**config.mk**
```make
export PLATFORM = sky130hd
export DESIGN_NAME = dcache_ctrl
export DESIGN_NICKNAME = d
export VERILOG_FILES = /design/src/rtl/dcache_ctrl.sv
export SDC_FILE = /design/constraint.sdc
export NUM_CORES = 1
export LEC_CHECK = 0
export CAP_MARGIN = 0
export CELL_PAD_IN_SITES_DETAIL_PLACEMENT = 1
export CELL_PAD_IN_SITES_GLOBAL_PLACEMENT = 2
export CORE_UTILIZATION = 23
export DETAILED_ROUTE_END_ITERATION = 7
export PLACE_DENSITY = 0.9
export SYNTH_ARGS = -nofsm -noshare
export SYNTH_HDL_FRONTEND = slang
export SYNTH_SLANG_ARGS = --single-unit
```
**constraint.sdc**
```tcl
create_clock -name clk -period 3.05 [get_ports clk]
set_input_delay 0.915 -clock clk [delete_from_list [all_inputs] [get_ports clk]]
set_output_delay 0.915 -clock clk [all_outputs]
set_load 0.01 [all_outputs]
```
**src/rtl/dcache_ctrl.sv**
```systemverilog
// Data-cache controller: hits answer in the request cycle, misses stall for MISS_WAIT cycles then fill.
// stall and resp_valid are combinational; the pipeline holds its request stable while stall is high.
module dcache_ctrl #(
  parameter int unsigned MISS_WAIT = 3
) (
  input  logic        clk,
  input  logic        reset,
  input  logic        req_valid,
  input  logic        req_write,
  input  logic [31:0] req_addr,
  input  logic [31:0] req_wdata,
  input  logic        flush,
  output logic        stall,
  output logic [31:0] rdata,
  output logic        resp_valid,
  output logic        c_write,
  output logic        c_copy,
  output logic        c_reset,
  output logic [15:0] c_address,
  output logic [31:0] c_write_data,
  input  logic [31:0] c_read_data,
  input  logic        c_hit,
  output logic [31:0] hit_count,
  output logic [31:0] miss_count
);

  typedef enum logic [1:0] {IDLE, WAIT, FILL, FLUSH} state_t;

  localparam logic [3:0] WAIT_LOAD = 4'(MISS_WAIT - 1);

  state_t      state_q, state_d;
  logic [3:0]  cnt_q, cnt_d;
  logic [15:0] miss_addr_q, miss_addr_d;
  logic [31:0] hit_count_q, hit_count_d;
  logic [31:0] miss_count_q, miss_count_d;
  logic        c_write_raw, c_copy_raw;
  logic        load_req;
  logic        unused_addr_bits;

  assign load_req         = req_valid & ~req_write;
  assign rdata            = c_read_data;
  assign c_write_data     = req_wdata;
  assign hit_count        = hit_count_q;
  assign miss_count       = miss_count_q;
  // Strobes are suppressed while reset is held so a stale state cannot touch the array.
  assign c_write          = c_write_raw & ~reset;
  assign c_copy           = c_copy_raw & ~reset;
  assign unused_addr_bits = ^{req_addr[31:18], req_addr[1:0]};

  always_comb begin
    state_d      = state_q;
    cnt_d        = cnt_q;
    miss_addr_d  = miss_addr_q;
    hit_count_d  = hit_count_q;
    miss_count_d = miss_count_q;
    stall        = 1'b0;
    resp_valid   = 1'b0;
    c_write_raw  = 1'b0;
    c_copy_raw   = 1'b0;
    c_reset      = reset;
    c_address    = req_addr[17:2];
    case (state_q)
      IDLE: begin
        if (flush) begin
          stall   = 1'b1;
          state_d = FLUSH;
        end else if (req_valid && req_write) begin
          c_write_raw = 1'b1;
        end else if (load_req && c_hit) begin
          resp_valid = 1'b1;
          if (hit_count_q != 32'hFFFF_FFFF) hit_count_d = hit_count_q + 32'd1;
        end else if (load_req) begin
          stall       = 1'b1;
          miss_addr_d = req_addr[17:2];
          cnt_d       = WAIT_LOAD;
          state_d     = WAIT;
          if (miss_count_q != 32'hFFFF_FFFF) miss_count_d = miss_count_q + 32'd1;
        end
      end
      WAIT: begin
        stall     = 1'b1;
        c_address = miss_addr_q;
        if (cnt_q == 4'd0) state_d = FILL;
        else               cnt_d   = cnt_q - 4'd1;
      end
      FILL: begin
        c_copy_raw = 1'b1;
        resp_valid = 1'b1;
        c_address  = miss_addr_q;
        state_d    = IDLE;
      end
      FLUSH: begin
        stall   = 1'b1;
        c_reset = 1'b1;
        state_d = IDLE;
      end
      default: state_d = IDLE;
    endcase
  end

  always_ff @(posedge clk) begin
    if (reset) begin
      state_q      <= IDLE;
      cnt_q        <= 4'd0;
      miss_addr_q  <= 16'd0;
      hit_count_q  <= 32'd0;
      miss_count_q <= 32'd0;
    end else begin
      state_q      <= state_d;
      cnt_q        <= cnt_d;
      miss_addr_q  <= miss_addr_d;
      hit_count_q  <= hit_count_d;
      miss_count_q <= miss_count_d;
    end
  end

endmodule

```
==> qor.log, run 1 <==
[power] total net switching power 0.0009124 W
[critical_path] required time reported for the critical path endpoint 2.13 ns
[floorplan] Die Y-Extent 152.9 um
[cells_and_area] share of layout cells above drive strength 1 17.68%
[power] maximum resistive drop on vdd 287.7 uV
[outcome] result of the run finished clean
[clocking] clock tree from TritonCTS yes
[clocking] buffer type at the clock tree root clkbuf_16
[cells_and_area] layout inverter count without the clock tree 17
[power] relative contribution of the clock network to total power 36.6%
[cells_and_area] proportion of final cell area spent on non-clock buffers 20.39%
[sta] maximum frequency from static timing analysis 334.8 MHz
[power] cell internal pwr 0.002254 W
[placement] number of I/O port buffers 106
[power] Power Density 478.2 nW/um^2
[detailed_routing] wire per inst 15.19 um
[critical_path] critical setup path kind in2out
[sta] final setup slack of the worst path 0.06310 ns
[logic_synthesis] aoi/oai-family share of the synthesized area 13.00%
[logic_synthesis] fraction of synthesized area in multiplexers 6.952%
[logic_synthesis] yosys synthesis chip area 5238 um^2
[critical_path] critical path launch point req_addr[17]
[detailed_routing] DR pass1 iterations 4
[critical_path] Critical Path Most Common Cell clkdlybuf4s50_1
[min_path] hold path endpoint miss_addr_q[1]$_SDFFE_PP0P_
[logic_synthesis] area fraction in full adders, half adders and majority gates 1.911%
[cells_and_area] synthesis-to-layout area growth 26.40%
[detailed_routing] DRC violation count after routing 0
[critical_path] number of cells on the critical path 3
[placement] area after detailed placement 6300 um^2
[clocking] number of clock buffers inserted by TritonCTS 9
[cells_and_area] number of ordinary and repair buffers in the finished layout 142
[global_route] gr usage total 12.41%
[min_path] path class of the lowest-slack min-delay path reg2reg
[sta] setup violators final 0
[power] logic gate share of total power 25.7%
[global_route] via count of the first global-routing pass 4540
[detailed_routing] violation count after the first detailed-routing iteration 142
[critical_path] startpoint type of the worst setup path input pin
[power] Sequential Power Share 37.7%
[critical_path] worst path buffer plus inverter count 2
[sta] post-route minimum period 2.987 ns
[cells_and_area] number of multi-input logic gates 412
[cells_and_area] total number of nets in the final design 778
[critical_path] largest incremental delay on the critical path 0.48 ns
[clocking] Setup Buffers After CTS 0
[placement] hpwl dp 10.35 mm
==> run 1: sequential cells by signal (all words and copies together), names as in the netlist <==
name and count:
cnt_q 4, hit_count 32, miss_addr_q 16, miss_count 32, state_q 2
==> run 1: placed cells by master, fill, tap and decap left out, types with 4 or more instances in the layout <==
cell type        instances
nand2b_1                 6
a31o_2                   4
or3_1                    7
nand3_1                 29
mux2_2                  26
nor3_1                   4
or4_1                   17
clkdlybuf4s50_1         90
and2_1                   4
ha_1                     7
and3_1                   6
o31ai_1                 16
dlygate4sd2_1            7
nor4_1                  12
o21ai_0                  5
nand4_1                 25
and4_1                   9
a21oi_2                  8
clkbuf_16                9
inv_1                   16
nand2_1                 49
a211oi_1                 9
buf_4                   35
dfxtp_1                 85
nor2_1                  53
nor2b_1                 14
dlymetal6s2s_1           6
a21oi_1                 35
xnor2_1                 23
==> run 1: cell usage after synthesis (all sizes together) <==
cell type	number
inv	17
clkbuf	21
or3	7
or4	18
o21ai	8
and3	6
a41o	1
nor2	53
a22oi	1
mux2i	3
nand2	49
nor3b	3
ha	8
nand3	29
a2111oi	4
nand4	28
o31ai	16
a21o	2
a221oi	1
a21oi	43
nor4b	2
nor4	17
a211oi	9
o21bai	1
xor2	3
nor2b	14
and4	10
a311oi	2
xnor2	23
dfxtp	86
a31o	4
or2	3
nor4bb	1
buf	73
nand2b	6
and2	4
mux2	29
nor3	4
==> run 1: metal layers <==
metal / part of all wire, % / wire length (um) / up-vias
li1: - / - / 2246
met1: 44 / 6419 / 2234
met2: 49 / 7080 / 96
met3: 5.8 / 843 / 18
met4: 0.83 / 120 / 2
met5: 0.090 / 13 / -
==> run 1: cell families after synthesis <==
group           after synthesis
xor+xnor                     26
compound gates               92
simple gates                254
fa+ha+maj                     8
buf+inv                     111
mux                          32
flops                        86
==> run_1/gates.png <==
Drawn at 2 px/um.
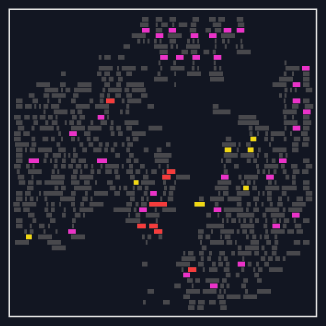
legend:
  non-inverting ao/oa cells:
    colour: yellow
    cells: 7
  fa/ha/maj cells:
    colour: red
    cells: 8
  mux cells:
    colour: magenta
    cells: 32
    where: spread over the die
combinational share of cell area: 42.71%
fin cells: 953
Top cell excl fill/tap: clkdlybuf4s50_1

==> run_1/layers.png <==
Drawn at 2 px/um.
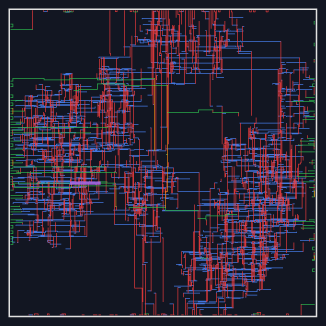
legend:
  M3:
    colour: green
    wire_length: 843 um
  M4:
    colour: orange
    wire_length: 121 um
  M1:
    colour: blue
    wire_length: 6420 um
  M5:
    colour: purple
    wire_length: 13.8 um
  M2:
    colour: red
    wire_length: 7080 um

==> run_1/port_trees.png <==
Drawn at 3 px/um.
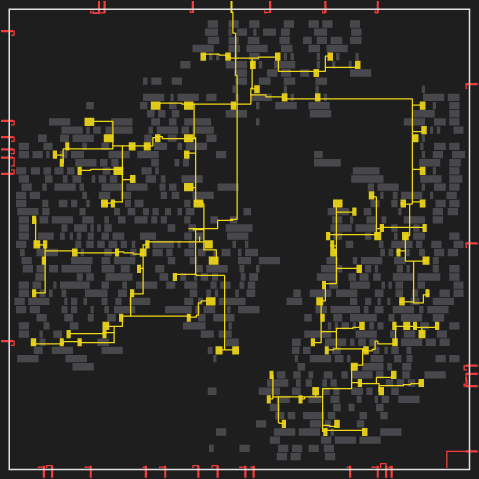
legend:
  reset:
    colour: yellow
    bits: 1
    direction: input
    end_cells: 102
    buffers: 3
    wire: 1140 um
  c_write_data:
    colour: red
    bits: 32
    direction: output
    end_cells: 0
    buffers: 0
    wire: 100 um

==> run_1/clock_nets.png <==
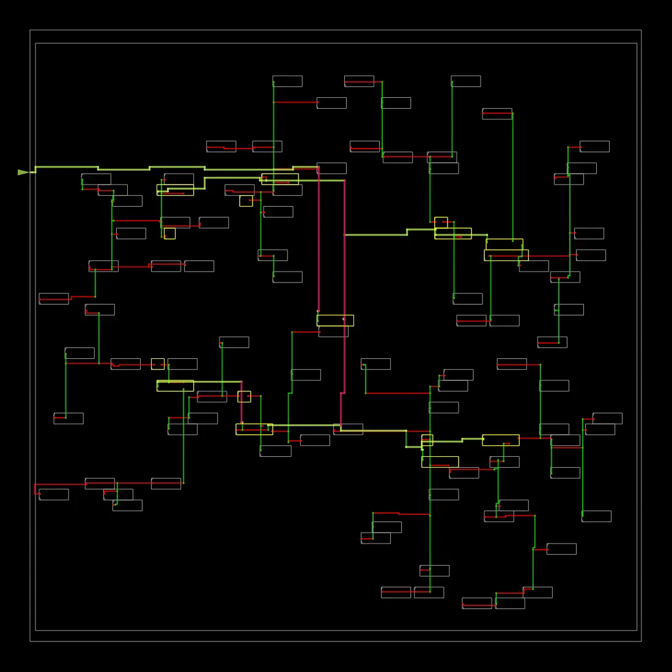

==> run 1 -> run 2 <==
--- a/config.mk
+++ b/config.mk
@@ -5,7 +5,7 @@
 export SDC_FILE = /design/constraint.sdc
 export NUM_CORES = 1
 export LEC_CHECK = 0
-export CAP_MARGIN = 0
+export CAP_MARGIN = 10
 export CELL_PAD_IN_SITES_DETAIL_PLACEMENT = 1
 export CELL_PAD_IN_SITES_GLOBAL_PLACEMENT = 2
 export CORE_UTILIZATION = 23
==> constraint.sdc (replaced) <==
create_clock -name clk -period 3.03 [get_ports clk]
set_input_delay 0.909 -clock clk [delete_from_list [all_inputs] [get_ports clk]]
set_output_delay 0.909 -clock clk [all_outputs]
set_load 0.01 [all_outputs]
==> run_2/clock_nets.png <==
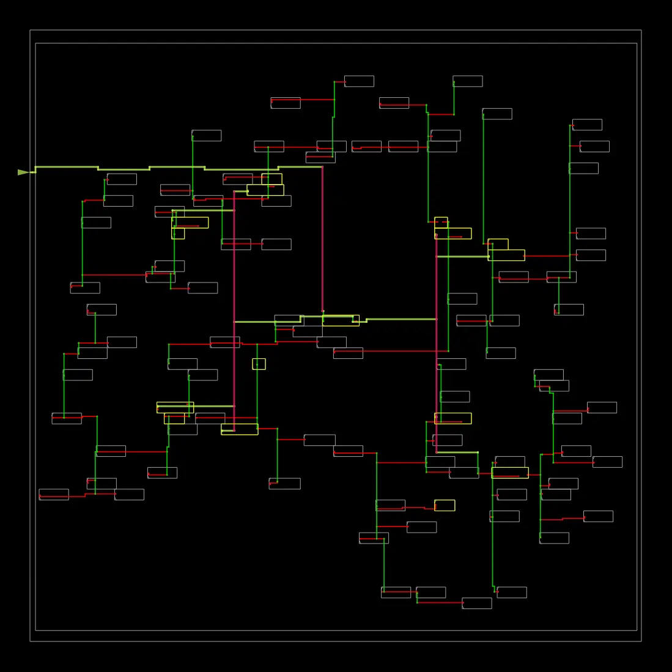
CLK BUF: 13
number of clock buffers inserted by TritonCTS: 9

==> run_2/layers.png <==
Drawn at 2 px/um.
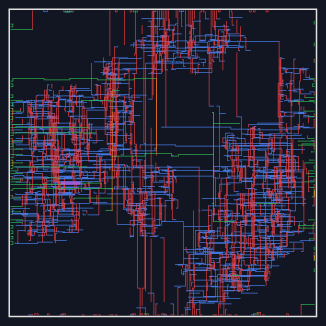
legend:
  M5:
    colour: purple
    wire_length: 8.30 um
  M2:
    colour: red
    wire_length: 7070 um
  M3:
    colour: green
    wire_length: 708 um
  M1:
    colour: blue
    wire_length: 6630 um
  M4:
    colour: orange
    wire_length: 161 um

==> run_2/gates.png <==
Drawn at 2 px/um.
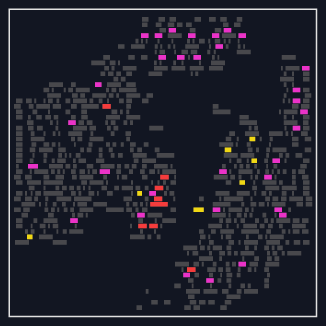
legend:
  mux cells:
    colour: magenta
    cells: 32
    where: spread over the die
  non-inverting ao/oa cells:
    colour: yellow
    cells: 7
  fa/ha/maj cells:
    colour: red
    cells: 8

==> run 2 against run 1 <==
- critical path depth stayed put
- clock power hardly changed
- die area stayed put
- largest power group unchanged
- critical path type unchanged
- register-to-register slack hardly changed
- setup slack worse by 0.013 ns
- routed wire length is 0.65% higher
- area after synthesis stayed put
- clock skew is 0.0068 ns lower
- sequential cell count stayed put
- core utilization is 0.062 points lower
==> qor.log, run 2 <==
[outcome] result of the run finished clean
[logic_synthesis] most frequently used cell type in the post-synthesis netlist dfxtp_1
[cells_and_area] commonest cells after routing, fill and taps aside clkdlybuf4s50_1, dfxtp_1, nor2_1
[logic_synthesis] count of flip-flops with a built-in enable after synthesis 0
[sta] setup violators final 0
[power] maximum resistive drop on vdd 217.0 uV
[detailed_routing] met3 WL 707 um
[critical_path] required time reported for the critical path endpoint 2.12 ns
[placement] hpwl dp 10.42 mm
[clocking] clock tree from TritonCTS yes
[logic_synthesis] fraction of synthesized area in multiplexers 6.952%
[sta] post-route minimum period 2.980 ns
[detailed_routing] detailed-routed wire length on met2 7.067 mm
[global_route] via count of the first global-routing pass 4503
[cells_and_area] share of layout cells above drive strength 1 17.98%
[min_path] path class of the lowest-slack min-delay path reg2reg
[cells_and_area] total number of nets in the final design 778
[detailed_routing] DRC violation count after routing 0
[detailed_routing] wire per inst 15.29 um
[cells_and_area] Top cell excl fill/tap clkdlybuf4s50_1
[detailed_routing] highest routed layer met5
[critical_path] startpoint type of the worst setup path input pin
[power] Power Density 477.9 nW/um^2
[logic_synthesis] aoi/oai-family share of the synthesized area 13.00%
[min_path] hold path endpoint miss_addr_q[14]$_SDFFE_PP0P_
[critical_path] Critical Path Most Common Cell clkdlybuf4s50_1
run 2: cell counts after synthesis:
No cell type changed its count.
run 2: stage by stage:
| stage | util (%) | area (um^2) | power (W) | setup slack, ns |
|---|---|---|---|---|
| final | 29.90 | 6606 | 0.003157 | 0.04980 |
| after global routing | 29.90 | 6606 | 0.003339 | 0.005974 |
| after CTS | 29.88 | 6603 | 0.003229 | 0.03166 |
| after detailed placement | 28.51 | 6300 | 0.002082 | -0.5079 |
| after global placement | 28.51 | 6300 | 0.002069 | -0.5193 |
| after floorplan | - | 5238 | 0.001782 | 0.2674 |
run 2: layer usage:
metal / track usage [%] / vias up
met1: 15.01 / 2210
met4: 3.608 / 2
li1: - / 2235
met5: 0 / -
met3: 3.572 / 22
met2: 21.56 / 93
run 2: repair_timing:
action | in CTS | in global routing
gates resized | 28 | 2
pin swaps | 2 | 2
setup endpoints to repair | 19 | 6
hold endpoints to repair | 0 | 0
cloned | 0 | 0
run 2: cell type report:
cell class / count / area share, %
multi-input combinational: 412 / 42.90
sequential: 86 / 26.10
timing repair buffer: 142 / 20.09
tap: 280 / 5.303
clock buffer: 13 / 4.242
inverter: 17 / 0.9659
clock inverter: 3 / 0.3977
run 2: worst min-delay path, stage by stage, from the launching register on:
cell	delay (ns)
dfxtp_1	0.31
nand2_1	0.05
a21oi_1	0.05
run 2: worst max-delay path by stage:
stage | startpoint | end | slack [ns]
CTS | state_q[0]$_SDFFE_PP0P_ | c_address[2] | 0.03
finish | req_addr[11] | c_address[9] | 0.05
detailed placement | flush | resp_valid | -0.51
global placement | flush | resp_valid | -0.52
floorplan | reset | c_write | 0.27
global route | c_hit | stall | 0.006
run 2: where the power goes:
part	switching, W	internal (W)
sequential	0.0000318	0.00117
clock	0.000494	0.000651
combinational	0.000380	0.000430
total	0.000905	0.00225
Power figures rest on the tool's default switching activity, not on a simulated workload.
